Fig. 1: register map, names as in the netlist
Scale bar: 20 um. Other sequential cells in the stronger grey, the rest of the logic in the fainter grey.
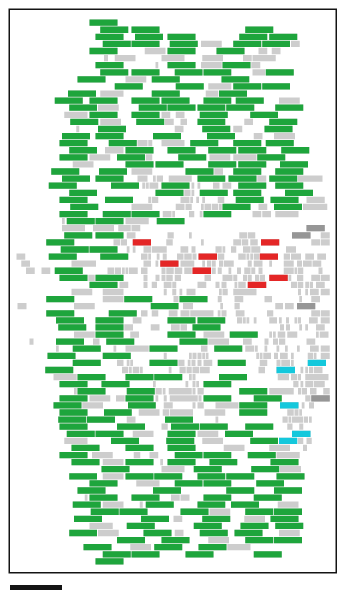
Fig. 2: signal metal coverage by tile
Scale bar: 20 um. 12 x 22 tiles, from dark blue (low) to red (high), scaled to the fullest tile. Values are wire area over tile area, all layers added.
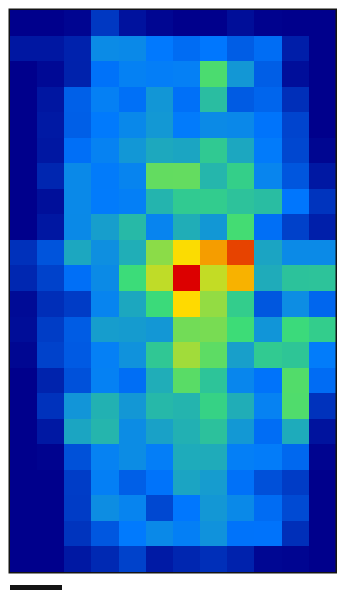
Fig. 3: wiring by layer
Scale bar: 20 um.
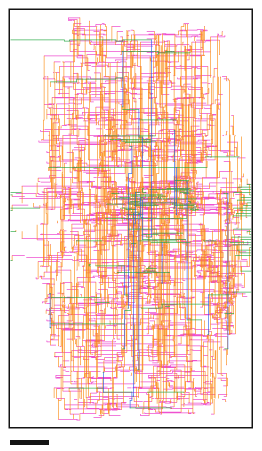
Fig. 4: placement by cell class
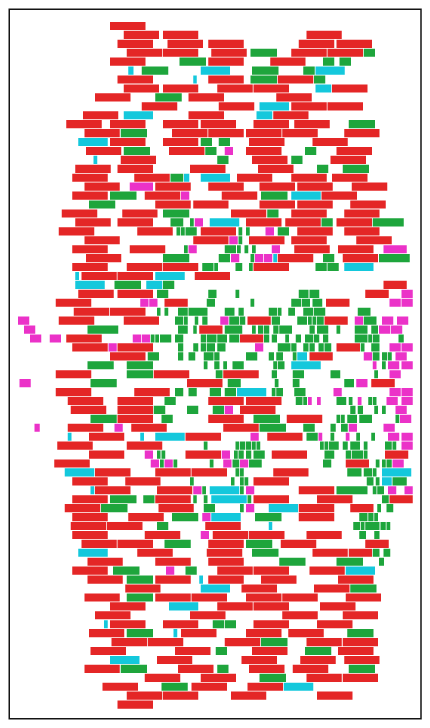
===== config.mk =====
export PLATFORM = sky130hd
export DESIGN_NAME = data_memory_sync
export DESIGN_NICKNAME = d
export VERILOG_FILES = /design/src/rtl/data_memory_sync.sv
export SDC_FILE = /design/constraint.sdc
export NUM_CORES = 1
export LEC_CHECK = 0
export CAP_MARGIN = 10
export CORE_ASPECT_RATIO = 1.75
export CORE_MARGIN = 2
export CORE_UTILIZATION = 43
export CTS_CLUSTER_DIAMETER = 50
export DETAILED_ROUTE_END_ITERATION = 12
export PLACE_DENSITY = 0.57
export RECOVER_POWER = 25
export SKIP_CTS_REPAIR_TIMING = 1
export SYNTH_ARGS = -nofsm -noshare
export SYNTH_HDL_FRONTEND = slang
export SYNTH_SLANG_ARGS = --single-unit

===== constraint.sdc =====
create_clock -name clk -period 3.5 [get_ports clk]
set_input_delay 0.35 -clock clk [delete_from_list [all_inputs] [get_ports clk]]
set_output_delay 0.35 -clock clk [all_outputs]
set_load 0.02 [all_outputs]

===== src/rtl/data_memory_sync.sv =====
// Registered-read data memory with a sequential init sweep, address-range
// checking and registered read-valid / error / drop strobes.
module data_memory_sync #(
    parameter int DATA_W = 8,
    parameter int ADDR_W = 8,
    parameter int DEPTH  = 32
) (
    input  logic              clk,
    input  logic              reset_n,
    input  logic [ADDR_W-1:0] Address,
    input  logic [DATA_W-1:0] WriteData,
    input  logic              MemRead,
    input  logic              MemWrite,
    input  logic              ClearReq,
    output logic [DATA_W-1:0] ReadData,
    output logic              ReadValid,
    output logic              Busy,
    output logic              AddrErr,
    output logic              ReqDrop
);

    localparam int PTR_W = (DEPTH > 1) ? $clog2(DEPTH) : 1;
    localparam logic [ADDR_W:0]  DEPTH_L = (ADDR_W + 1)'(DEPTH);
    localparam logic [PTR_W-1:0] LAST    = PTR_W'(DEPTH - 1);

    typedef enum logic {ST_INIT, ST_IDLE} state_t;

    state_t            state_q;
    logic [PTR_W-1:0]  ptr_q;
    logic [DATA_W-1:0] mem_q [DEPTH];
    logic [DATA_W-1:0] rdata_q;
    logic              rvalid_q;
    logic              addr_err_q;
    logic              req_drop_q;

    logic              in_range;
    logic [PTR_W-1:0]  idx;

    // Lower half ascends from 0; upper half counts down from 0 (two's complement).
    function automatic logic [DATA_W-1:0] init_word(input logic [PTR_W-1:0] i);
        logic [DATA_W-1:0] off;
        if (int'(i) < DEPTH / 2) begin
            return DATA_W'(int'(i));
        end
        off = DATA_W'(int'(i) - DEPTH / 2);
        return -off;
    endfunction

    // Full-width compare so upper address bits never alias onto valid entries.
    assign in_range = ({1'b0, Address} < DEPTH_L);
    assign idx      = Address[PTR_W-1:0];

    // Storage has no reset; the sweep is what restores contents.
    always_ff @(posedge clk) begin
        if (reset_n) begin
            if (state_q == ST_INIT) begin
                mem_q[ptr_q] <= init_word(ptr_q);
            end else if (MemWrite && in_range) begin
                mem_q[idx] <= WriteData;
            end
        end
    end

    always_ff @(posedge clk) begin
        if (!reset_n) begin
            state_q    <= ST_INIT;
            ptr_q      <= '0;
            rdata_q    <= '0;
            rvalid_q   <= 1'b0;
            addr_err_q <= 1'b0;
            req_drop_q <= 1'b0;
        end else begin
            rvalid_q   <= 1'b0;
            addr_err_q <= 1'b0;
            req_drop_q <= 1'b0;
            if (state_q == ST_INIT) begin
                req_drop_q <= MemRead | MemWrite;
                if (ptr_q == LAST) begin
                    state_q <= ST_IDLE;
                    ptr_q   <= '0;
                end else begin
                    ptr_q <= ptr_q + 1'b1;
                end
            end else begin
                // Old word is sampled here, so a same-edge write is read-before-write.
                if (MemRead) begin
                    rvalid_q <= 1'b1;
                    rdata_q  <= in_range ? mem_q[idx] : '0;
                end
                addr_err_q <= (MemRead | MemWrite) & ~in_range;
                if (ClearReq) begin
                    state_q <= ST_INIT;
                    ptr_q   <= '0;
                end
            end
        end
    end

    assign ReadData  = rdata_q;
    assign ReadValid = rvalid_q;
    assign Busy      = (state_q == ST_INIT);
    assign AddrErr   = addr_err_q;
    assign ReqDrop   = req_drop_q;

endmodule


==> impl_metrics.json <==
{
  "outcome": "finished with violations",
  "violations": "capacitance limit, slew limit",
  "ys_async_sr_fraction": 0,
  "endpoint_kind": "flop",
  "cts_root_buf": "clkbuf_16",
  "slowest_delay_ns": 1.33,
  "path_max_fanout": 32,
  "p_int_mw": 5.16,
  "nonClockBufferCount": 77,
  "antenna_found_initial": 0,
  "p_sw_mw": 1.37,
  "nClkBuffers": 33,
  "slew_violations": 165,
  "drv_cap": 5,
  "ys_area_um2": 11000,
  "clock_power_mw": 2.60,
  "endpoint": "mem_q[27][7]$_DFFE_PP_",
  "setup_violations": 0,
  "max_freq_ghz": 0.340,
  "die_x_um": 125
}
About Fig. 1:
colour	name in the netlist	flops
green	mem_q	256
red	ReadData	8
cyan	ptr_q	5
Power Sequential: 3.58 mW
flop share of the area: 0.635

About Fig. 2:
densest ninth of the die	centre
fullest tile	0.63
tiles over half the peak	8.3%
nearly empty tiles	16%
drt wl/cell: 25.8 um
final wirelength: 26200 um
via count: 5811
global-route usage over all layers: 0.196

About Fig. 3:
colour	layer	wire length
magenta	met1	9740 um
green	met3	1270 um
blue	met4	798 um
orange	met2	14400 um

About Fig. 4:
colour	class	cells
cyan	clock drivers and dummy loads	44
green	all other logic	305
magenta	other buffers and delay cells	77
red	flip-flops	273
Core Footprint: 25200 um2
post-layout util: 0.500
Rows: 77

==> registers in the layout (all words and copies together), names as in the netlist <==
signal,count
ReadData,8
ReqDrop,1
mem_q,256
ReadValid,1
ptr_q,5
state_q,1
AddrErr,1
==> Yosys cell counts (10+ instances only) <==
library cell / count / area share
nand2_1: 21 / 0.0072
dfxtp_1: 17 / 0.031
inv_1: 11 / 0.0038
a22oi_1: 10 / 0.0068
mux2_2: 11 / 0.011
a21oi_1: 17 / 0.0077
nor2_1: 55 / 0.019
mux4_2: 44 / 0.090
clkbuf_1: 10 / 0.0034
nand3_1: 10 / 0.0045
mux2i_1: 49 / 0.045
edfxtp_1: 256 / 0.70
Power and IR drop assume default switching activity.
